`src/rtl/adat_rx_pkg.sv`:
```
// -----------------------------------------------------------------------------
// adat_rx_pkg
// Shared types and constants for the ADAT receive lock/alignment controller.
//   lock_state_t : controller state encoding (SEARCH, VERIFY, LOCKED)
//   ADAT_NUM_CH  : channels carried per ADAT frame
//   ADAT_CH_W    : width of the parser channel index
//   ADAT_USER_W  : width of the per-frame user nibble
//   ADAT_EXP_W   : width of the expected-channel tracker (needs to hold NUM_CH)
// -----------------------------------------------------------------------------
package adat_rx_pkg;

    typedef enum logic [1:0] {
        SEARCH = 2'd0,
        VERIFY = 2'd1,
        LOCKED = 2'd2
    } lock_state_t;

    localparam int ADAT_NUM_CH = 8;
    localparam int ADAT_CH_W   = 3;
    localparam int ADAT_USER_W = 4;
    localparam int ADAT_EXP_W  = ADAT_CH_W + 1;

endpackage

```
`src/rtl/adat_rx_frame_checker.sv`:
```
// -----------------------------------------------------------------------------
// adat_rx_frame_checker
// Tracks the channel sequence of the frame in progress and grades it when the
// next sync arrives. A frame is good only if channels 0..7 arrived exactly once
// each, in order.
//
// Ports:
//   i_clk          system clock
//   i_rst          synchronous active-high reset
//   i_clear        sync detected this cycle; restart tracking after this edge
//   i_data_valid   parser channel strobe
//   i_channel      parser channel index (valid with i_data_valid)
//   i_user         parser user bits, captured on the channel-0 strobe
//   o_frame_good   grade of the frame ending this cycle (meaningful with i_clear)
//   o_user         pending user nibble of the frame ending this cycle
//
// Both outputs include a strobe arriving in the same cycle, so a last channel
// coincident with sync still counts toward the frame being graded.
// -----------------------------------------------------------------------------
module adat_rx_frame_checker
    import adat_rx_pkg::*;
(
    input  logic                   i_clk,
    input  logic                   i_rst,
    input  logic                   i_clear,
    input  logic                   i_data_valid,
    input  logic [ADAT_CH_W-1:0]   i_channel,
    input  logic [ADAT_USER_W-1:0] i_user,
    output logic                   o_frame_good,
    output logic [ADAT_USER_W-1:0] o_user
);

    localparam logic [ADAT_EXP_W-1:0] EXP_FULL = ADAT_EXP_W'(ADAT_NUM_CH);
    localparam logic [ADAT_EXP_W-1:0] EXP_ONE  = ADAT_EXP_W'(1);

    logic [ADAT_EXP_W-1:0]  r_exp_ch;
    logic                   r_seq_err;
    logic [ADAT_USER_W-1:0] r_user;

    logic [ADAT_EXP_W-1:0]  w_exp_nxt;
    logic                   w_seq_nxt;
    logic [ADAT_USER_W-1:0] w_user_nxt;

    always_comb begin
        w_exp_nxt  = r_exp_ch;
        w_seq_nxt  = r_seq_err;
        w_user_nxt = r_user;
        if (i_data_valid) begin
            // A strobe after all channels were seen is also out of sequence.
            if ((i_channel == r_exp_ch[ADAT_CH_W-1:0]) && (r_exp_ch < EXP_FULL)) begin
                w_exp_nxt = r_exp_ch + EXP_ONE;
            end else begin
                w_seq_nxt = 1'b1;
            end
            if (i_channel == '0) begin
                w_user_nxt = i_user;
            end
        end
    end

    assign o_frame_good = (w_exp_nxt == EXP_FULL) && !w_seq_nxt;
    assign o_user       = w_user_nxt;

    always_ff @(posedge i_clk) begin
        if (i_rst) begin
            r_exp_ch  <= '0;
            r_seq_err <= 1'b0;
            r_user    <= '0;
        end else begin
            r_user <= w_user_nxt;
            if (i_clear) begin
                r_exp_ch  <= '0;
                r_seq_err <= 1'b0;
            end else begin
                r_exp_ch  <= w_exp_nxt;
                r_seq_err <= w_seq_nxt;
            end
        end
    end

endmodule

```
`src/rtl/adat_rx_lock_ctrl.sv`:
```
// -----------------------------------------------------------------------------
// adat_rx_lock_ctrl
// Lock/alignment controller for the ADAT receive chain. Grades each frame
// between sync detections, declares lock after LOCK_FRAMES consecutive good
// frames and drops it after UNLOCK_FRAMES consecutive bad or missing frames.
//
// Build option:
//   ADAT_RX_ERR_COUNT_EN  defined   -> saturating bad/missing frame counter
//                         undefined -> counter not built, o_err_count = 0
//
// Ports:
//   i_clk          system clock
//   i_rst          synchronous active-high reset
//   i_sync_det     one-cycle pulse, sync pattern detected (frame boundary)
//   i_data_valid   parser channel strobe
//   i_channel      parser channel index
//   i_user         parser user bits, sampled with channel 0
//   o_parser_sync  enable to the frame parser; 0 holds the parser
//   o_locked       high while LOCKED
//   o_frame_valid  one-cycle pulse per good frame while locked
//   o_frame_user   user nibble of the last good locked frame
//   o_err_count    saturating count of bad/missing frames
//
// state  | meaning
// SEARCH | parser held, waiting for any sync to establish alignment
// VERIFY | aligned, counting consecutive good frames toward lock
// LOCKED | locked, tolerating up to UNLOCK_FRAMES-1 consecutive bad frames
// -----------------------------------------------------------------------------
module adat_rx_lock_ctrl
    import adat_rx_pkg::*;
#(
    parameter int LOCK_FRAMES    = 4,
    parameter int UNLOCK_FRAMES  = 2,
    parameter int TIMEOUT_CYCLES = 4096
) (
    input  logic                   i_clk,
    input  logic                   i_rst,
    input  logic                   i_sync_det,
    input  logic                   i_data_valid,
    input  logic [ADAT_CH_W-1:0]   i_channel,
    input  logic [ADAT_USER_W-1:0] i_user,
    output logic                   o_parser_sync,
    output logic                   o_locked,
    output logic                   o_frame_valid,
    output logic [ADAT_USER_W-1:0] o_frame_user,
    output logic [15:0]            o_err_count
);

    localparam int GW = $clog2(LOCK_FRAMES + 1);
    localparam int BW = $clog2(UNLOCK_FRAMES + 1);
    localparam int TW = $clog2(TIMEOUT_CYCLES + 1);

    localparam logic [GW-1:0] LOCK_N   = GW'(LOCK_FRAMES);
    localparam logic [BW-1:0] UNLOCK_N = BW'(UNLOCK_FRAMES);
    localparam logic [TW-1:0] TMO_LAST = TW'(TIMEOUT_CYCLES - 1);

    lock_state_t            r_state;
    logic [GW-1:0]          r_good_cnt;
    logic [BW-1:0]          r_bad_cnt;
    logic [TW-1:0]          r_tmo_cnt;
    logic                   r_parser_sync;
    logic                   r_locked;
    logic                   r_frame_valid;
    logic [ADAT_USER_W-1:0] r_frame_user;

    logic                   w_frame_good;
    logic [ADAT_USER_W-1:0] w_user;
    logic                   w_tmo;
    logic [GW-1:0]          w_good_nxt;
    logic [BW-1:0]          w_bad_nxt;

    adat_rx_frame_checker u_checker (
        .i_clk        (i_clk),
        .i_rst        (i_rst),
        .i_clear      (i_sync_det),
        .i_data_valid (i_data_valid),
        .i_channel    (i_channel),
        .i_user       (i_user),
        .o_frame_good (w_frame_good),
        .o_user       (w_user)
    );

    // Missing-frame detector: fires on the TIMEOUT_CYCLES-th clock without a
    // sync. A sync in that same cycle wins and suppresses the event.
    assign w_tmo = !i_sync_det && (r_tmo_cnt == TMO_LAST);

    always_ff @(posedge i_clk) begin
        if (i_rst) begin
            r_tmo_cnt <= '0;
        end else if (i_sync_det || w_tmo) begin
            r_tmo_cnt <= '0;
        end else begin
            r_tmo_cnt <= r_tmo_cnt + TW'(1);
        end
    end

    assign w_good_nxt = r_good_cnt + GW'(1);
    assign w_bad_nxt  = r_bad_cnt + BW'(1);

    always_ff @(posedge i_clk) begin
        if (i_rst) begin
            r_state       <= SEARCH;
            r_good_cnt    <= '0;
            r_bad_cnt     <= '0;
            r_parser_sync <= 1'b0;
            r_locked      <= 1'b0;
            r_frame_valid <= 1'b0;
            r_frame_user  <= '0;
        end else begin
            r_frame_valid <= 1'b0;
            case (r_state)
                SEARCH: begin
                    // First sync only aligns the parser; nothing is graded.
                    if (i_sync_det) begin
                        r_state       <= VERIFY;
                        r_good_cnt    <= '0;
                        r_parser_sync <= 1'b1;
                    end
                end
                VERIFY: begin
                    if (i_sync_det && w_frame_good) begin
                        r_good_cnt <= w_good_nxt;
                        if (w_good_nxt == LOCK_N) begin
                            r_state       <= LOCKED;
                            r_bad_cnt     <= '0;
                            r_locked      <= 1'b1;
                            r_frame_valid <= 1'b1;
                            r_frame_user  <= w_user;
                        end
                    end else if (i_sync_det || w_tmo) begin
                        r_state       <= SEARCH;
                        r_parser_sync <= 1'b0;
                    end
                end
                LOCKED: begin
                    if (i_sync_det && w_frame_good) begin
                        r_bad_cnt     <= '0;
                        r_frame_valid <= 1'b1;
                        r_frame_user  <= w_user;
                    end else if (i_sync_det || w_tmo) begin
                        if (w_bad_nxt == UNLOCK_N) begin
                            r_state       <= SEARCH;
                            r_bad_cnt     <= '0;
                            r_locked      <= 1'b0;
                            r_parser_sync <= 1'b0;
                        end else begin
                            r_bad_cnt <= w_bad_nxt;
                        end
                    end
                end
                default: begin
                    r_state       <= SEARCH;
                    r_parser_sync <= 1'b0;
                    r_locked      <= 1'b0;
                end
            endcase
        end
    end

    assign o_parser_sync = r_parser_sync;
    assign o_locked      = r_locked;
    assign o_frame_valid = r_frame_valid;
    assign o_frame_user  = r_frame_user;

`ifdef ADAT_RX_ERR_COUNT_EN
    logic        w_bad_event;
    logic [15:0] r_err_count;

    // Bad sync or missing frame while aligned; SEARCH ignores both.
    assign w_bad_event = (r_state != SEARCH) &&
                         ((i_sync_det && !w_frame_good) || w_tmo);

    always_ff @(posedge i_clk) begin
        if (i_rst) begin
            r_err_count <= '0;
        end else if (w_bad_event && (r_err_count != 16'hFFFF)) begin
            r_err_count <= r_err_count + 16'd1;
        end
    end

    assign o_err_count = r_err_count;
`else
    assign o_err_count = '0;
`endif

endmodule
```
`config.mk`:
```
export PLATFORM = sky130hd
export DESIGN_NAME = adat_rx_lock_ctrl
export DESIGN_NICKNAME = d
export VERILOG_FILES = /design/src/rtl/adat_rx_pkg.sv /design/src/rtl/adat_rx_frame_checker.sv /design/src/rtl/adat_rx_lock_ctrl.sv
export SDC_FILE = /design/constraint.sdc
export NUM_CORES = 1
export LEC_CHECK = 0
export CORE_ASPECT_RATIO = 1.1
export CORE_UTILIZATION = 47
export DETAILED_ROUTE_END_ITERATION = 16
export GPL_ROUTABILITY_DRIVEN = 0
export GPL_TIMING_DRIVEN = 0
export PLACE_DENSITY = 0.72
export SLEW_MARGIN = 10
export SYNTH_ARGS = -nofsm -noshare
export SYNTH_HDL_FRONTEND = slang
export SYNTH_HIERARCHICAL = 1
export SYNTH_SLANG_ARGS = --single-unit
```
`constraint.sdc`:
```
create_clock -name i_clk -period 6.27 [get_ports i_clk]
set_input_delay 1.254 -clock i_clk [delete_from_list [all_inputs] [get_ports i_clk]]
set_output_delay 1.254 -clock i_clk [all_outputs]
set_load 0.03 [all_outputs]
```
**Run 1: placement density heat map**

6 x 7 tiles, from white (low) to dark blue (high), 0 to 100% covered.
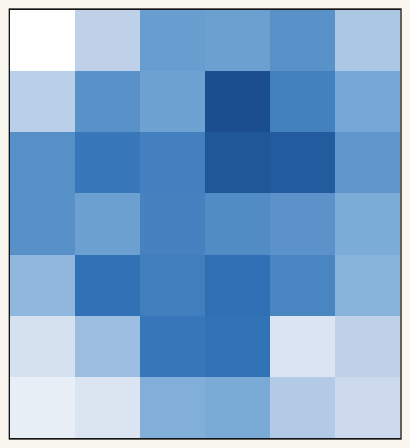
nearly empty tiles: 2.4%
tiles over 75% full: 7.1%
mean over tiles: 51%
densest ninth of the die: centre
fullest tile: 88%

**Run 1: a small window of the routed layout**

Window x 38 to 58, y 42 to 62 µm. Cells in grey, sequential cells in the stronger grey; small squares are vias.
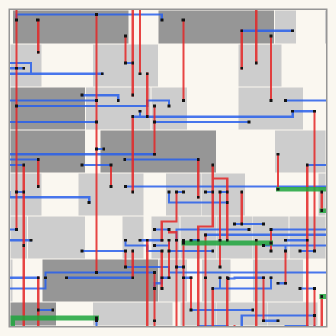
[M3] green
[M1] blue
[M2] red
cells with their middle in the window: 31
most frequent: dfxtp_1 (6), nor2b_1 (5), mux2_2 (4)
sequential cells in the window: 6
netlist names of flops here include: `u_checker/r_user` (4)

**Run 1: placement view**

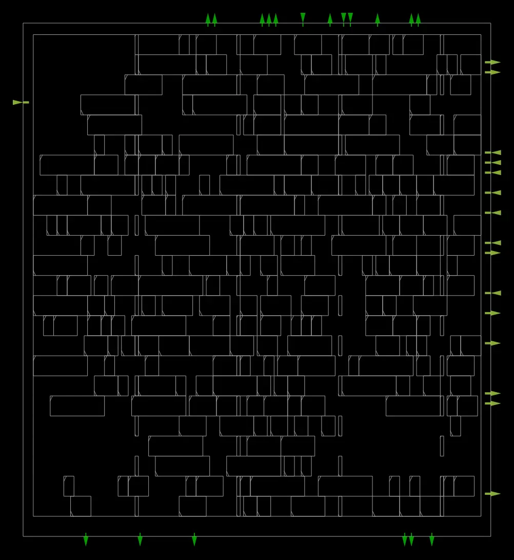
tap cell count: 52
final core occ: 58.8%
Seq area share: 30.9%
filler cell count: 371
flip-flops: 36

==> reports/metrics.cfg, run 1 <==
[pwr]
pg_comb_uw=176
p_seq_share_pct=42.4
ir_worst_vdd_uv=160
switching_share_pct=32.5
pwr-share-clk_pct=27.6
clk-power_uw=162
top_power_group=registers

[synth]
top_cell_area_share_pct=36.9
syn_inst=211
ys_cells=211
yosys_area_um2=1950
top_area_cell=dfxtp_1
syn_area_um2=1950
ys_sh_adder_pct=4.49
synth.top_cells.by_count=dfxtp_1, nor2_1, buf_4
top_logic_kind=simple AND/OR/NAND/NOR gates
simple_gate_share_pct=25.1
ys.flops=36
synth_seq_share_pct=36.9
ff_type=dfxtp_1
compound_area_share_pct=11.0

[finish]
fin_nets=268
sh_comb_area_pct=46.9
nonClkBufAreaFrac_pct=14.0
inv_count=10
regMostFlops=r_tmo_cnt

[route]
met3_length_um=137
route.top_layer_used=met4
first_pass_iters=4
wl_um=3340
dr_wl_met2_um=1660
drt-met1-wl_um=1480
route.detailed.drc=0

[worst_setup_path]
arrival_ns=3.68
cp.depth=9
rr_startpoint=u_checker/r_exp_ch[0]$_SDFF_PP0_
r2r_end=o_frame_user[1]$_SDFFE_PP0P_
critical_path_class=in2reg

[clock_tree]
clock_latency_ns=0.29
clock_path_buffers=2
holdBufCountCts=0
htreeDepth=2
clk_pin_slew_ns=0.07

[grt]
grtUsageMet1_pct=17.6
grt_use_met2_pct=29.2
overflow=0
antenna_found_initial=0

[timing]
min_period_ns=3.51
fin_worst_skew_ns=0.0100
finalHoldViolCount=0
finalSetupTns_ns=0

[run_status]
outcome=completed

[job]
drv_cap=0

[floorplan]
dieArea_um2=4410
io_pins=34

## run 1: placed cells by master, fill, tap and decap left out, types with 2 or more instances in the layout
cell type,synthesis,final
dfxtp_1,36,36
nor2_1,25,25
clkdlybuf4s50_1,0,17
buf_4,16,16
conb_1,1,16
nand2_1,11,11
inv_1,10,10
xnor2_1,9,9
a21oi_1,9,9
nor2b_1,9,9
mux2i_1,7,7
ha_1,7,7
nand3_1,6,6
o21ai_0,6,6
mux2_2,5,5
nor3_1,5,5
clkbuf_8,0,5
xor2_1,4,4
nand2b_1,4,4
nand4_1,3,3
or3_1,3,3
buf_6,2,2
nor4b_1,2,2
clkinv_2,0,2
**Run 1: pin map**

Bar = 20 µm. Pins as bars across the die edge, other pins in grey.
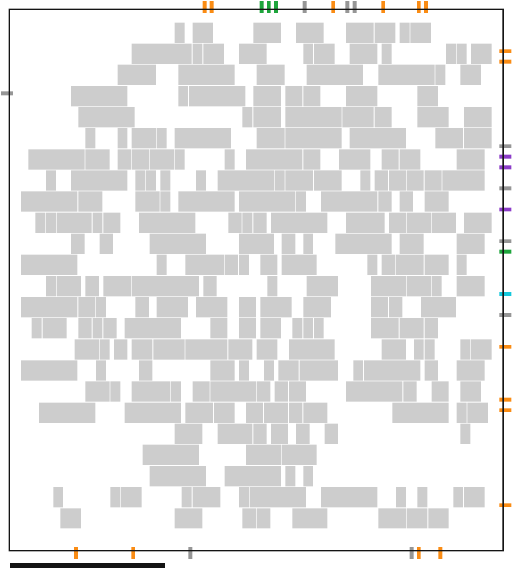

## Run 2: what changed since run 1
Settings changed: PLACE_DENSITY 0.72 to 0.75.
Clock period 6.27 ns to 2.9 ns, I/O delays scaled along.
**Run 2: pin map**

Bar = 20 µm. Pins as bars across the die edge, other pins in grey.
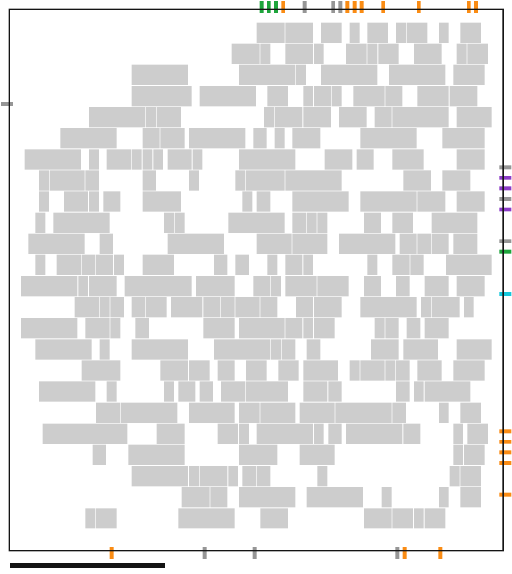
[`o_frame_user`] green | pins: 4 | direction: output | edge: 3 top, 1 right
[`o_err_count`] orange | pins: 16 | direction: output | edge: 8 top, 5 right, 3 bottom
[`i_channel`] purple | pins: 3 | direction: input | edge: right
[`i_sync_det`] cyan | pins: 1 | direction: input | edge: right
Port Buffers: 17
chip width: 63.4 µm
die height: 69.6 µm

==> run 2 against run 1 <==
Sequential cell count stayed put. Via count down 1.1%. First-iteration DRC count shrank 33%. Clock-buffer cell count is the same. Cell area grew 2.7%. Non-clock buffer count grew 1. Die area did not move. Clock power grew to 2.7 times the previous value. Critical path depth up 1. Register-to-register slack got worse by 3.3 ns. Critical path type unchanged. Highest routed layer unchanged.
==> reports/metrics.cfg, run 2 <==
[finish]
regMostFlops=r_tmo_cnt
sh_comb_area_pct=46.9  ; about the same
seq-cell-share_pct=30.1  ; -0.82 points
antenna_cells=0
lay_top_cells=dfxtp_1, nor2_1, buf_4, conb_1, clkdlybuf4s50_1
nonClkBufAreaFrac_pct=14.1  ; +0.044 points
inv_count=10  ; unchanged
drive_above_1_share_pct=21.4
lay_top_count=dfxtp_1
fillers=375  ; +1.1%
fin_nets=269  ; +0.37%
utilization_pct=60.4  ; +1.6 points
flop-count=36  ; unchanged
clkCellAreaFrac_pct=4.65
clock_buffers=5
seqCellArea_um2=721
largest_reg_flops=13

[pwr]
p_int_uw=944
top_power_group=registers
pwr-share-clk_pct=31.8  ; +4.2 points
pg_comb_uw=391  ; +120%
switching_share_pct=30.6  ; -1.9 points
seq_power_uw=537
ir_worst_vdd_uv=475  ; +200%
power_leakage_uw=0.000946
clk-power_uw=433  ; +170%
finalPower_uw=1360
p_seq_share_pct=39.5  ; -2.9 points

[worst_setup_path]
cpLargestDelayFamily=AND-OR/OR-AND gates
r2r_end=o_locked$_SDFFE_PP0P_
critical_path_class=in2reg
rr_startpoint=u_checker/r_exp_ch[0]$_SDFF_PP0_
crit_buf_inv=1
slowest_delay_ns=0.54
crit_fanout=5
ff2ff_path_depth=9
arrival_ns=2.91  ; -0.77 ns
cp.depth=10  ; +1
cp-end-kind=flip-flop
required_ns=3.07
critPathSlowestCell=clkdlybuf4s50_1

[placement]
place_ws_ns=-0.319
dp.cells=295
placed_cell_area_um2=2240

[timing]
min_period_ns=2.74
fin_worst_skew_ns=0.00775  ; -0.00227 ns
fin_ws_ns=0.159
finalSetupTns_ns=0  ; unchanged
fin_crit_sh_pct=94.5
finalHoldViolCount=0  ; unchanged

[grt]
grt.total_usage_pct=16.2
grt_pass1_vias=1366
overflow=0  ; unchanged
grt_max_degree=13
antenna_found_initial=0  ; unchanged

[synth]
syn_inst=211  ; unchanged
syn_area_um2=1950  ; unchanged
edf_count=0
synth.top_cells.by_count=dfxtp_1, nor2_1, buf_4
yosys_area_um2=1950  ; unchanged
ys.flops=36  ; unchanged
synthDistinctLibCells=52
top_cell_area_share_pct=36.9  ; unchanged
ff_type=dfxtp_1
top_area_cell=dfxtp_1
synth_seq_share_pct=36.9  ; unchanged
ys_cells=211  ; unchanged
syn_area_per_cell_um2=9.24

[route]
final_antenna_net_count=0
route.detailed.drc=0  ; unchanged
first_pass_iters=4  ; unchanged
vias_per_cell=4.87
wl_um=3400  ; +2.0%

[min_path]
holdPathEnd=r_tmo_cnt[0]$_SDFF_PP0_
whs_path_depth=1
hp-start=r_tmo_cnt[0]$_SDFF_PP0_

[floorplan]
fp_util_pct=49.2
dieArea_um2=4410  ; unchanged
nWellTaps=52  ; unchanged
io_pins=34  ; unchanged

[clock_tree]
clk_pin_slew_ns=0.07  ; about the same
cts_tree=done
clock_path_buffers=2  ; unchanged
holdBufCountCts=0  ; unchanged
htreeDepth=2  ; unchanged
clock_latency_ns=0.29  ; about the same
root_buffer=clkbuf_8

[run_status]
outcome=completed

[job]
drv_cap=0  ; unchanged

## run 2: cell counts after synthesis
Identical to the previous run, type by type.
## run 2: repair_timing
item	in CTS	in global routing
pin swaps	0	3
resized	3	4
buffers inserted	0	1
endpoints found under the setup margin	5	8
## run 2: cell families after synthesis
family | Yosys count | synth area share, %
xor gates and xnor gates | 13 | 5.84
muxes | 12 | 6.48
AOI/OAI and AO/OA | 28 | 11.0
buffers and inverters | 31 | 9.94
and+or+nand+nor | 83 | 25.1
other | 1 | 0.192
adders and majority gates | 7 | 4.49
DFF | 36 | 36.9
## run 2: layer usage
metal  global-route usage [%]  vias to the layer above  wire (µm)
met5                        0                        -          0
met3                     3.95                        6        114
met4                     6.82                        0         50
li1                         -                      780          -
met2                     30.0                       19       1740
met1                     16.9                      674       1500
## Run 3: what changed since run 2
Settings changed: CTS_CLUSTER_DIAMETER set to 60.
**Run 3: cells by drive strength**

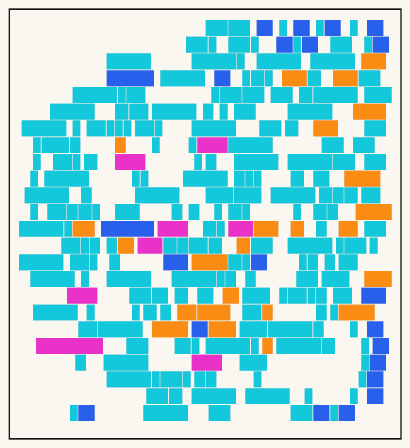
[x6 and larger] magenta | cells: 8 | most used: clkbuf_8
[x2] orange | cells: 24 | most used: mux2_2
[x3 and x4] blue | cells: 22 | most used: buf_4
[x1 and smaller] cyan | cells: 198 | most used: dfxtp_1
final instance area: 2390 µm²
Plain + repair buffers: 39
worst setup margin: 0.159 ns

==> run 3 against run 2 <==
Clock power about the same. Synthesized area unchanged. Core utilization stayed put. Synthesized cell count did not move. Die area unchanged. Largest cell class unchanged. Critical endpoint unchanged. Routed wire length unchanged. Total power unchanged. Critical path depth unchanged. Via count is the same.
==> reports/metrics.cfg, run 3 <==
[timing]
finalHoldViolCount=0  ; unchanged
min_period_ns=2.74  ; unchanged
finalSetupTns_ns=0  ; unchanged
fin_worst_skew_ns=0.00775  ; unchanged

[finish]
clkCellAreaFrac_pct=4.65  ; unchanged
largest_reg_flops=13  ; unchanged
seq-cell-share_pct=30.1  ; unchanged
regMostFlops=r_tmo_cnt
fillers=375  ; unchanged
drive_above_1_share_pct=21.4  ; unchanged
inv_count=10  ; unchanged
antenna_cells=0  ; unchanged
fin_nets=269  ; unchanged
lay_top_count=dfxtp_1
seqCellArea_um2=721  ; unchanged

[route]
drt-met1-wl_um=1500  ; unchanged
route.top_layer_used=met4
dr_wl_met2_um=1740  ; unchanged
final_antenna_net_count=0  ; unchanged
met3_length_um=114  ; unchanged
route.detailed.drc=0  ; unchanged
first_pass_iters=4  ; unchanged

[synth]
synthDistinctLibCells=52  ; unchanged
top_area_cell=dfxtp_1
synth_seq_share_pct=36.9  ; unchanged
syn_inst=211  ; unchanged
top_cell_area_share_pct=36.9  ; unchanged
syn_area_um2=1950  ; unchanged
edf_count=0  ; unchanged
ys_cells=211  ; unchanged
ys.flops=36  ; unchanged
yosys_area_um2=1950  ; unchanged
synth.top_cells.by_count=dfxtp_1, nor2_1, buf_4
syn_area_per_cell_um2=9.24  ; unchanged
ff_type=dfxtp_1

[worst_setup_path]
required_ns=3.07  ; about the same
crit_buf_inv=1  ; unchanged
cpLargestDelayFamily=AND-OR/OR-AND gates
crit_fanout=5  ; unchanged
ff2ff_path_depth=9  ; unchanged
critical_path_class=in2reg
r2r_end=o_locked$_SDFFE_PP0P_
cp-end-kind=flip-flop
rr_startpoint=u_checker/r_exp_ch[0]$_SDFF_PP0_
arrival_ns=2.91  ; about the same

[placement]
io_buffers=17  ; unchanged
dp.cells=295  ; unchanged
place_ws_ns=-0.319  ; unchanged
placed_cell_area_um2=2240  ; unchanged

[pwr]
finalPower_uw=1360  ; unchanged
pwr-share-clk_pct=31.8  ; about the same
seq_power_uw=537  ; about the same
ir_worst_vdd_uv=475  ; unchanged
power_leakage_uw=0.000946  ; unchanged
p_seq_share_pct=39.5  ; about the same

[job]
drv_cap=0  ; unchanged

[clock_tree]
cts_tree=done
post-cts-setup-buffers=0  ; unchanged
cts_resized=3  ; unchanged
htreeDepth=2  ; unchanged
clock_latency_ns=0.29  ; about the same
root_buffer=clkbuf_8

[floorplan]
die_h_um=69.6  ; unchanged
nWellTaps=52  ; unchanged
die_w_um=63.4  ; unchanged
io_pins=34  ; unchanged
fp_util_pct=49.2  ; unchanged

[min_path]
hp-start=r_tmo_cnt[0]$_SDFF_PP0_
whs_path_depth=1  ; unchanged

[grt]
grtUsageMet1_pct=16.9  ; unchanged
grt.total_usage_pct=16.2  ; unchanged
grt_pass1_vias=1366  ; unchanged
grt_use_met2_pct=30.0  ; unchanged

[run_status]
outcome=completed

run 3: worst max path at each step:
stage	start	end	slack, ns	cells past startpoint
6_report	i_channel[1]	o_locked$_SDFFE_PP0P_	0.16	10
5_1_grt	i_channel[1]	o_locked$_SDFFE_PP0P_	0.02	10
4_1_cts	i_data_valid	o_locked$_SDFFE_PP0P_	0.05	10
3_5_place_dp	i_channel[2]	o_frame_user[3]$_SDFFE_PP0P_	-0.32	9
3_3_place_gp	i_channel[2]	o_frame_user[1]$_SDFFE_PP0P_	-0.29	9
2_1_floorplan	i_channel[2]	r_bad_cnt[0]$_SDFFE_PP0P_	0.50	9
run 3: kinds of logic after synthesis:
logic type	share of synthesized area (%)
buf+inv	9.94
fa+ha+maj	4.49
other cells	0.192
xor+xnor	5.84
simple gates	25.1
mux	6.48
compound gates	11.0
flops	36.9
Power is estimated from default activity; no workload was simulated.
